--- config.mk ---
export PLATFORM = sky130hd
export DESIGN_NAME = d_mem_access
export DESIGN_NICKNAME = d
export VERILOG_FILES = /design/src/rtl/d_mem_access.sv
export SDC_FILE = /design/constraint.sdc
export NUM_CORES = 1
export LEC_CHECK = 0
export ABC_AREA = 1
export CAP_MARGIN = 10
export CORE_UTILIZATION = 44
export DETAILED_ROUTE_END_ITERATION = 7
export GPL_TIMING_DRIVEN = 0
export PLACE_DENSITY = 0.71
export SLEW_MARGIN = 20
export SYNTH_ARGS = -nofsm -noshare
export SYNTH_HDL_FRONTEND = slang
export SYNTH_SLANG_ARGS = --single-unit
--- constraint.sdc ---
create_clock -name clk -period 2.14 [get_ports clk]
set_clock_uncertainty 0.15 [all_clocks]
set_input_delay 0.535 -clock clk [delete_from_list [all_inputs] [get_ports clk]]
set_output_delay 0.535 -clock clk [all_outputs]
set_load 0.01 [all_outputs]
--- src/rtl/d_mem_access.sv ---
// d_mem_access: RV32I load/store unit that drives a word-aligned data-cache port.
// Define MISALIGN_TRAP_EN to trap misaligned half/word accesses instead of truncating them.
module d_mem_access #(
    parameter int TIMEOUT_CYCLES = 1023
) (
    input  logic        clk,
    input  logic        rst,
    input  logic        req_valid,
    output logic        req_ready,
    input  logic        req_write,
    input  logic [2:0]  req_funct3,
    input  logic [31:0] req_addr,
    input  logic [31:0] req_wdata,
    output logic        rsp_valid,
    output logic [31:0] rsp_rdata,
    output logic        rsp_error,
    output logic        d_mem_read,
    output logic        d_mem_write,
    output logic [31:0] d_mem_address,
    output logic [3:0]  d_mem_byte_en,
    output logic [31:0] d_mem_wdata,
    input  logic        d_mem_resp,
    input  logic [31:0] d_mem_rdata
);
    typedef enum logic [1:0] {IDLE, ACCESS, RESP} state_t;
    localparam logic [31:0] TO_LAST = 32'(TIMEOUT_CYCLES - 1);
    state_t      state, state_nx;
    logic        write_q, err_q, illegal, misalign, timeout, accept;
    logic [2:0]  f3_q;
    logic [1:0]  off, off_q;
    logic [3:0]  be;
    logic [31:0] wd, lane, ext, rdata_q, cnt;
    assign accept  = state == IDLE && req_valid;
    assign illegal = req_funct3[1:0] == 2'b11 || (req_funct3[2] && (req_write || req_funct3[1]));
`ifdef MISALIGN_TRAP_EN
    assign misalign = (req_funct3[1:0] == 2'b01 && req_addr[0]) ||
                      (req_funct3[1:0] == 2'b10 && req_addr[1:0] != 2'b00);
`else
    assign misalign = 1'b0;
`endif
    // Halves and words drop the low address bits, so the lane is always naturally aligned.
    assign off  = req_funct3[1] ? 2'b00 : req_funct3[0] ? {req_addr[1], 1'b0} : req_addr[1:0];
    assign be   = (req_funct3[1] ? 4'b1111 : req_funct3[0] ? 4'b0011 : 4'b0001) << off;
    assign wd   = (req_funct3[1] ? req_wdata : req_funct3[0] ? {16'b0, req_wdata[15:0]} :
                  {24'b0, req_wdata[7:0]}) << {off, 3'b000};
    assign lane = d_mem_rdata >> {off_q, 3'b000};
    assign ext  = f3_q[1] ? lane :
                  f3_q[0] ? {{16{~f3_q[2] & lane[15]}}, lane[15:0]} :
                            {{24{~f3_q[2] & lane[7]}}, lane[7:0]};
    assign timeout = TIMEOUT_CYCLES != 0 && cnt == TO_LAST;
    always_comb begin
        state_nx = state == IDLE   ? (req_valid ? ((illegal || misalign) ? RESP : ACCESS) : IDLE) :
                   state == ACCESS ? ((d_mem_resp || timeout) ? RESP : ACCESS) : IDLE;
    end
    always_ff @(posedge clk or negedge rst) begin
        if (!rst) begin
            state         <= IDLE;
            write_q       <= 1'b0;
            f3_q          <= 3'b000;
            off_q         <= 2'b00;
            err_q         <= 1'b0;
            rdata_q       <= 32'b0;
            cnt           <= 32'b0;
            d_mem_address <= 32'b0;
            d_mem_byte_en <= 4'b0;
            d_mem_wdata   <= 32'b0;
        end else begin
            state <= state_nx;
            if (accept) begin
                write_q       <= req_write;
                f3_q          <= req_funct3;
                off_q         <= off;
                err_q         <= illegal || misalign;
                rdata_q       <= 32'b0;
                cnt           <= 32'b0;
                d_mem_address <= {req_addr[31:2], 2'b00};
                d_mem_byte_en <= be;
                d_mem_wdata   <= wd;
            end
            if (state == ACCESS) begin
                cnt <= cnt + 32'd1;
                if (d_mem_resp) begin
                    rdata_q <= write_q ? 32'b0 : ext;
                    err_q   <= 1'b0;
                end else if (timeout) begin
                    rdata_q <= 32'b0;
                    err_q   <= 1'b1;
                end
            end
        end
    end
    assign req_ready   = state == IDLE;
    assign rsp_valid   = state == RESP;
    assign rsp_error   = rsp_valid & err_q;
    assign rsp_rdata   = rsp_valid ? rdata_q : 32'b0;
    assign d_mem_read  = state == ACCESS && !write_q;
    assign d_mem_write = state == ACCESS && write_q;
endmodule
### The metal 1 layer

Scale bar: 50 um. Supply wires on this layer in gray. Cells faint in the background.
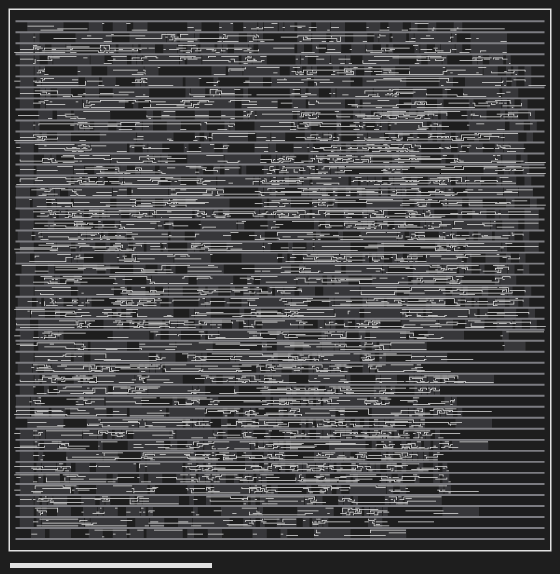
wire length on this layer: 10,200 um
nets with wire on the layer: 1,207

==> ci_impl_report.md <==
### Flow metrics

| Metric | Value |
|---|---|
| Status | `complete, but fails checks` |
| Failing checks | `setup timing` |
| AO/OA Area Share | `9.18%` |
| Vias in the first global route | `7,574` |
| Hold Crit Class | `register to register` |
| Yosys simple share | `35.7%` |
| Cts bufs inserted | `17` |
| Final antenna-violating net count | `0` |
| Final Max Slew Viols | `0` |
| Commonest cells in the synthesized netlist | `nand2_1 (360), dfrtp_1 (139), nor2_1 (126), inv_1 (95), nand3_1 (90)` |
| First DRT Iteration DRCs | `690` |
| Final worst slack | `-0.0334 ns` |
| IO Port Bufs | `206` |
| Crit path from | `state[0]` |
| Placed cells | `1,473` |
| Worst setup SP type | `register` |
| Worst-case clock buffer depth | `2` |
| Core Rows | `47` |
| Critical path peak fanout | `10` |
| MaxCap Viol Count | `0` |
| Yosys reg bits | `139` |
| Reg power frac | `35.3%` |
| Area grow syn2layout | `38.9%` |
| P_sw | `3570 uW` |
| Metal2 WL | `11.2 mm` |
| Die ar. | `0.0178 sq mm` |
| Post-synthesis chip area from yosys | `0.00759 sq mm` |
| Worst Tran Pin Value | `0.569 ns` |
| Starting density of the core | `45.5%` |
| Synth mux share | `0%` |
| Register area | `0.00348 sq mm` |
| Top cell excl fill/tap | `nand2_1` |
| Met3 Usage GRT | `8.52%` |
| Most common cell in the netlist | `nand2_1` |
| Final setup viols | `12` |
### Track usage over the die

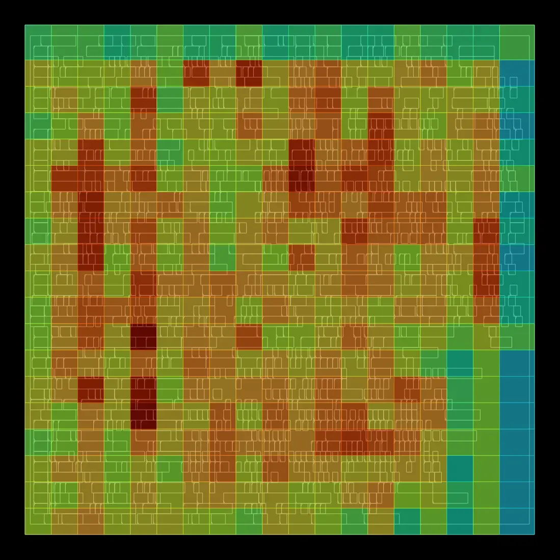
Avg WL per Cell: 16.0 um
Tot GR Track Use: 28.4%
GRT Max-Usage Layer: met2
met1 Track Usage GR: 37.0%
met2 Use GR: 45.7%

path summary, 6_finish.rpt:
| check | to | cells past startpoint |
|---|---|---|
| setup / recovery | rsp_rdata[19] | 5 |
| max in group asynchronous | cnt[19] | 3 |
| hold / removal | d_mem_address[25] | 2 |
| min in group asynchronous | d_mem_address[5] | 2 |
| setup reg to reg | d_mem_wdata[1] | 6 |
| hold reg to reg | d_mem_address[25] | 2 |
power by group through the flow:
stage                     clock network, uW  registers [uW]  logic, uW
after floorplan                           0            3790       1500
after global placement                    0            3660       3340
after detailed placement                  0            3660       3390
after CTS                              3260            3630       3450
after global routing                   3370            3710       3780
final                                  3230            3640       3450
critical path, stage by stage, from the launching register on:
cell	delay [ns]
dfrtp_1	0.41
nor2_4	0.18
inv_4	0.09
buf_8	0.16
nor2_2	0.09
buf_2	0.14
Power is estimated from default activity; no workload was simulated.
